$ cat config.mk
export PLATFORM = sky130hd
export DESIGN_NAME = mem_arbiter
export DESIGN_NICKNAME = d
export VERILOG_FILES = /design/src/rtl/mem_arb_pkg.sv /design/src/rtl/mem_arb_sel.sv /design/src/rtl/mem_arbiter.sv
export SDC_FILE = /design/constraint.sdc
export NUM_CORES = 1
export LEC_CHECK = 0
export ABC_CLOCK_PERIOD_IN_PS = 1900
export CORE_AREA = 5 5 104 106
export DETAILED_ROUTE_END_ITERATION = 8
export DIE_AREA = 0 0 109 111
export PLACE_DENSITY = 0.69
export SLEW_MARGIN = 5
export SYNTH_ARGS = -nofsm -noshare
export SYNTH_HDL_FRONTEND = slang
export SYNTH_HIERARCHICAL = 1
export SYNTH_SLANG_ARGS = --single-unit
$ cat constraint.sdc
create_clock -name clk -period 1.9 [get_ports clk]
set_clock_uncertainty 0.05 [all_clocks]
set_input_delay 0.38 -clock clk [delete_from_list [all_inputs] [get_ports clk]]
set_output_delay 0.38 -clock clk [all_outputs]
set_load 0.01 [all_outputs]
$ cat src/rtl/mem_arb_pkg.sv
// rtl/mem_arb_pkg.sv - shared types for the memory arbiter (response state, owner, byte-enable width)
package mem_arb_pkg;

    localparam int BE_W = 4;

    typedef enum logic [1:0] {
        IDLE   = 2'd0,
        RESP_I = 2'd1,
        RESP_D = 2'd2
    } resp_state_t;

    typedef enum logic {
        OWN_I = 1'b0,
        OWN_D = 1'b1
    } owner_t;

endpackage

$ cat src/rtl/mem_arb_sel.sv
// rtl/mem_arb_sel.sv - combinational two-way grant select; ptr names the side that wins a conflict
module mem_arb_sel
    import mem_arb_pkg::*;
(
    input  logic   req_i,
    input  logic   req_d,
    input  owner_t ptr,
    output logic   gnt_i,
    output logic   gnt_d
);

    assign gnt_d = req_d & (~req_i | (ptr == OWN_D));
    assign gnt_i = req_i & ~gnt_d;

endmodule

$ cat src/rtl/mem_arbiter.sv
// rtl/mem_arbiter.sv - fetch/data arbiter onto one single-port sync memory; MEM_ARB_RR_EN enables round-robin on conflicts
module mem_arbiter
    import mem_arb_pkg::*;
#(
    parameter int ADDR_W = 32,
    parameter int DATA_W = 32
) (
    input  logic              clk,
    input  logic              rst,
    input  logic              i_req,
    input  logic [ADDR_W-1:0] i_addr,
    output logic              i_gnt,
    output logic              i_rvalid,
    output logic [DATA_W-1:0] i_rdata,
    input  logic              d_req,
    input  logic              d_we,
    input  logic [BE_W-1:0]   d_be,
    input  logic [ADDR_W-1:0] d_addr,
    input  logic [DATA_W-1:0] d_wdata,
    output logic              d_gnt,
    output logic              d_rvalid,
    output logic [DATA_W-1:0] d_rdata,
    output logic              mem_en,
    output logic              mem_we,
    output logic [BE_W-1:0]   mem_be,
    output logic [ADDR_W-1:0] mem_addr,
    output logic [DATA_W-1:0] mem_wdata,
    input  logic [DATA_W-1:0] mem_rdata
);

    logic        sel_i;
    logic        sel_d;
    owner_t      ptr;
    resp_state_t state;

    mem_arb_sel u_sel (
        .req_i (i_req),
        .req_d (d_req),
        .ptr   (ptr),
        .gnt_i (sel_i),
        .gnt_d (sel_d)
    );

    // Grants are masked while reset is held so nothing reaches the memory.
    assign i_gnt = sel_i & ~rst;
    assign d_gnt = sel_d & ~rst;

    assign mem_en    = i_gnt | d_gnt;
    assign mem_we    = d_gnt & d_we;
    assign mem_be    = d_gnt ? d_be : '0;
    assign mem_addr  = d_gnt ? d_addr : i_addr;
    assign mem_wdata = d_gnt ? d_wdata : '0;

`ifdef MEM_ARB_RR_EN
    // After a conflict the loser gets priority on the next one.
    always_ff @(posedge clk or posedge rst) begin
        if (rst) begin
            ptr <= OWN_D;
        end else if (i_req && d_req) begin
            ptr <= d_gnt ? OWN_I : OWN_D;
        end
    end
`else
    assign ptr = OWN_D;
`endif

    always_ff @(posedge clk or posedge rst) begin
        if (rst) begin
            state    <= IDLE;
            i_rvalid <= 1'b0;
            d_rvalid <= 1'b0;
        end else if (d_gnt && !d_we) begin
            state    <= RESP_D;
            i_rvalid <= 1'b0;
            d_rvalid <= 1'b1;
        end else if (i_gnt) begin
            state    <= RESP_I;
            i_rvalid <= 1'b1;
            d_rvalid <= 1'b0;
        end else begin
            state    <= IDLE;
            i_rvalid <= 1'b0;
            d_rvalid <= 1'b0;
        end
    end

    assign i_rdata = (state == RESP_I) ? mem_rdata : '0;
    assign d_rdata = (state == RESP_D) ? mem_rdata : '0;

endmodule

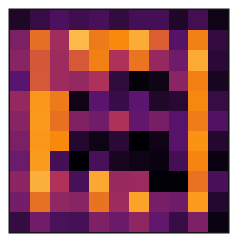
(cell area per tile)
Scale: 2 px per um. The die is cut into 11 by 11 equal tiles; black is low, pale yellow is high, 0 to 100% covered.
The densest ninth of the die: west. The fullest tile reaches 85%. The emptiest ninth of the die: center. The mean over all tiles is 36%. 4.1% of the tiles are nearly empty. 9.9% of the tiles are over 75% full.

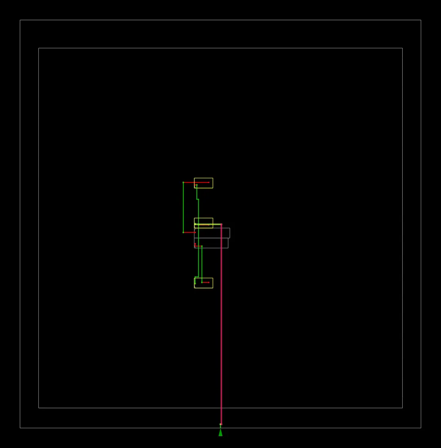
(clock nets)
final-layout clock buffer total: 3
Clk. pwr: 169 uW

==> changes_impl.md <==
### Changed

* Yosys cell count at 163
* Failing checks: negative setup slack
* Final Critical Period at 2018 ps
* Antenna diodes at 0
* Fmax at 495.4 MHz
* Critical Path End Type: output pin
* CTS tree: yes
* Root buf cell: clkbuf_8
* Post-Route WL at 9444 um
* Most common cell in the netlist: and2_1
* Fin nets at 597
* Number of top-level pins at 275
* Initial antenna violation count at 0
* Die area at 12100 sq um
* Met2 GRT Util at 30.14%
* GRT busiest layer: met2
* Fillers at 981
* First-iteration detailed-routing DRC count at 46
* Worst slack at placement at -920.5 ps
* Final setup violation count at 32
* Arr. time, crit path at 1590 ps
* Adder Share, Synth at 0%
* Core Area at 9684 sq um
* Chip width at 109 um
* # port buffers at 274
* First-pass GRT wire length at 13630 um
* Top logic family: simple AND/OR/NAND/NOR gates
* Cell area after layout at 4481 sq um
* Min-Delay Path Class: in -> async
* Seq/Total Area, Yosys at 3.693%
* Tool warnings at 28
* Chip Height at 111 um
* Area Growth Syn to Fin at 230.7%
* TritonRoute pass-1 iters at 2
* Max-cap violation count at 0
* Crit path from: d_req
* HPWL after DPL at 8000 um
* Met3 wire length at 1215 um
* Post-Synthesis Cells at 163
* Overflow after GRT at 0
* Number of enable flip-flop cells at 0
* WP data required at 1470 ps
* Top cells by area: and2_1 (47%), mux2_4 (34%), buf_12 (4.4%)
* Status: complete, but fails checks
* Clk sinks at 2
* PnR worst setup slack at -118.5 ps
* Final hold violation count at 0
* Yosys chip area at 1355 sq um
* XOR/XNOR Fraction of Synth Area at 0%
* DRC at 0
* Leakage power at 0.002264 uW
* Post-synth ARST share at 100.0%
* Simple-gate portion of the synthesized area at 49.68%
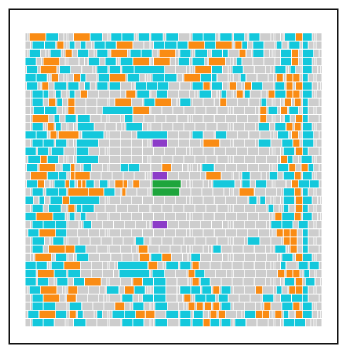
(cell classes on the final placement)
Scale: 3 px per um. Fill, decap, tap and diode cells in gray.
Key: green = flops [cells 2]; purple = clock drivers [cells 3]; cyan = other buffers and delay cells [cells 305]; orange = combinational and other logic [cells 148]

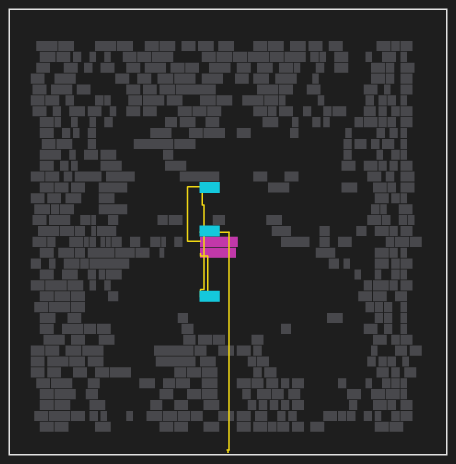
(clock network drawn from the DEF)
Scale: 4 px per um.
Key: yellow = clock wires [length 132 um]; cyan = clock drivers [count 3]; magenta = flip-flops [count 2]
There are 4 routed clock nets.
Clk pwr share: 15.2%

cell usage in the layout (no fill, tap or decap), types with 2 or more instances in the layout:
master           instances
buf_16                   6
nor2b_4                  4
and2_4                  14
nor2_1                   2
buf_8                    2
clkdlybuf4s50_1        136
buf_12                   4
dlygate4sd2_1           33
clkbuf_8                 3
mux2_4                  32
clkbuf_2                15
buf_4                   16
clkdlybuf4s15_1          6
buf_2                   35
conb_1                   2
and2_1                  88
a21boi_4                 2
buf_6                   52
inv_1                    3
worst max path at each step:
stage,endpoint,slack [ps],depth (start not counted)
CTS,mem_addr[9],-150,8
floorplan,mem_addr[0],140,5
finish,mem_addr[15],-120,8
global route,mem_addr[19],-170,8
detailed placement,mem_addr[17],-920,6
global placement,mem_addr[14],-880,6
layout make-up:
cell class,count,area (sq um),area share (%)
flip-flops and latches,2,51.30,1.145
clock buffers,3,41.29,0.9215
multi-input cells,145,1269,28.32
repair buffers,305,2942,65.65
inverters,3,11.26,0.2513
well taps,133,166.4,3.714
critical path, stage by stage:
cell,delay (ps)
buf_6,70
a21boi_4,160
nor2b_4,190
buf_12,130
buf_8,110
buf_12,120
mux2_4,300
buf_6,120
state kept, by name, indices dropped and copies added (netlist names):
name and cells:
d_rvalid 1, state 1
through the flow:
step	utilization, %	total power, uW	std cells	TNS, ps	hold slack [ps]
final	46.27	1117	591	-2547	276.2
after detailed placement	44.22	886.9	569	-62570	728.0
after CTS	47.60	1142	591	-3679	263.9
after global placement	44.22	874.9	569	-59440	749.4
after global routing	46.27	1188	591	-4629	297.5
after floorplan	-	316.3	164	0	71.18
report_power, final:
part | total [uW] | leakage, uW | switching (uW) | internal (uW)
logic | 900 | 0.00222 | 281 | 619
clock network | 169 | 0.0000216 | 35.0 | 134
registers | 47.6 | 0.0000254 | 2.70 | 44.9
Power is estimated from default activity; no workload was simulated.
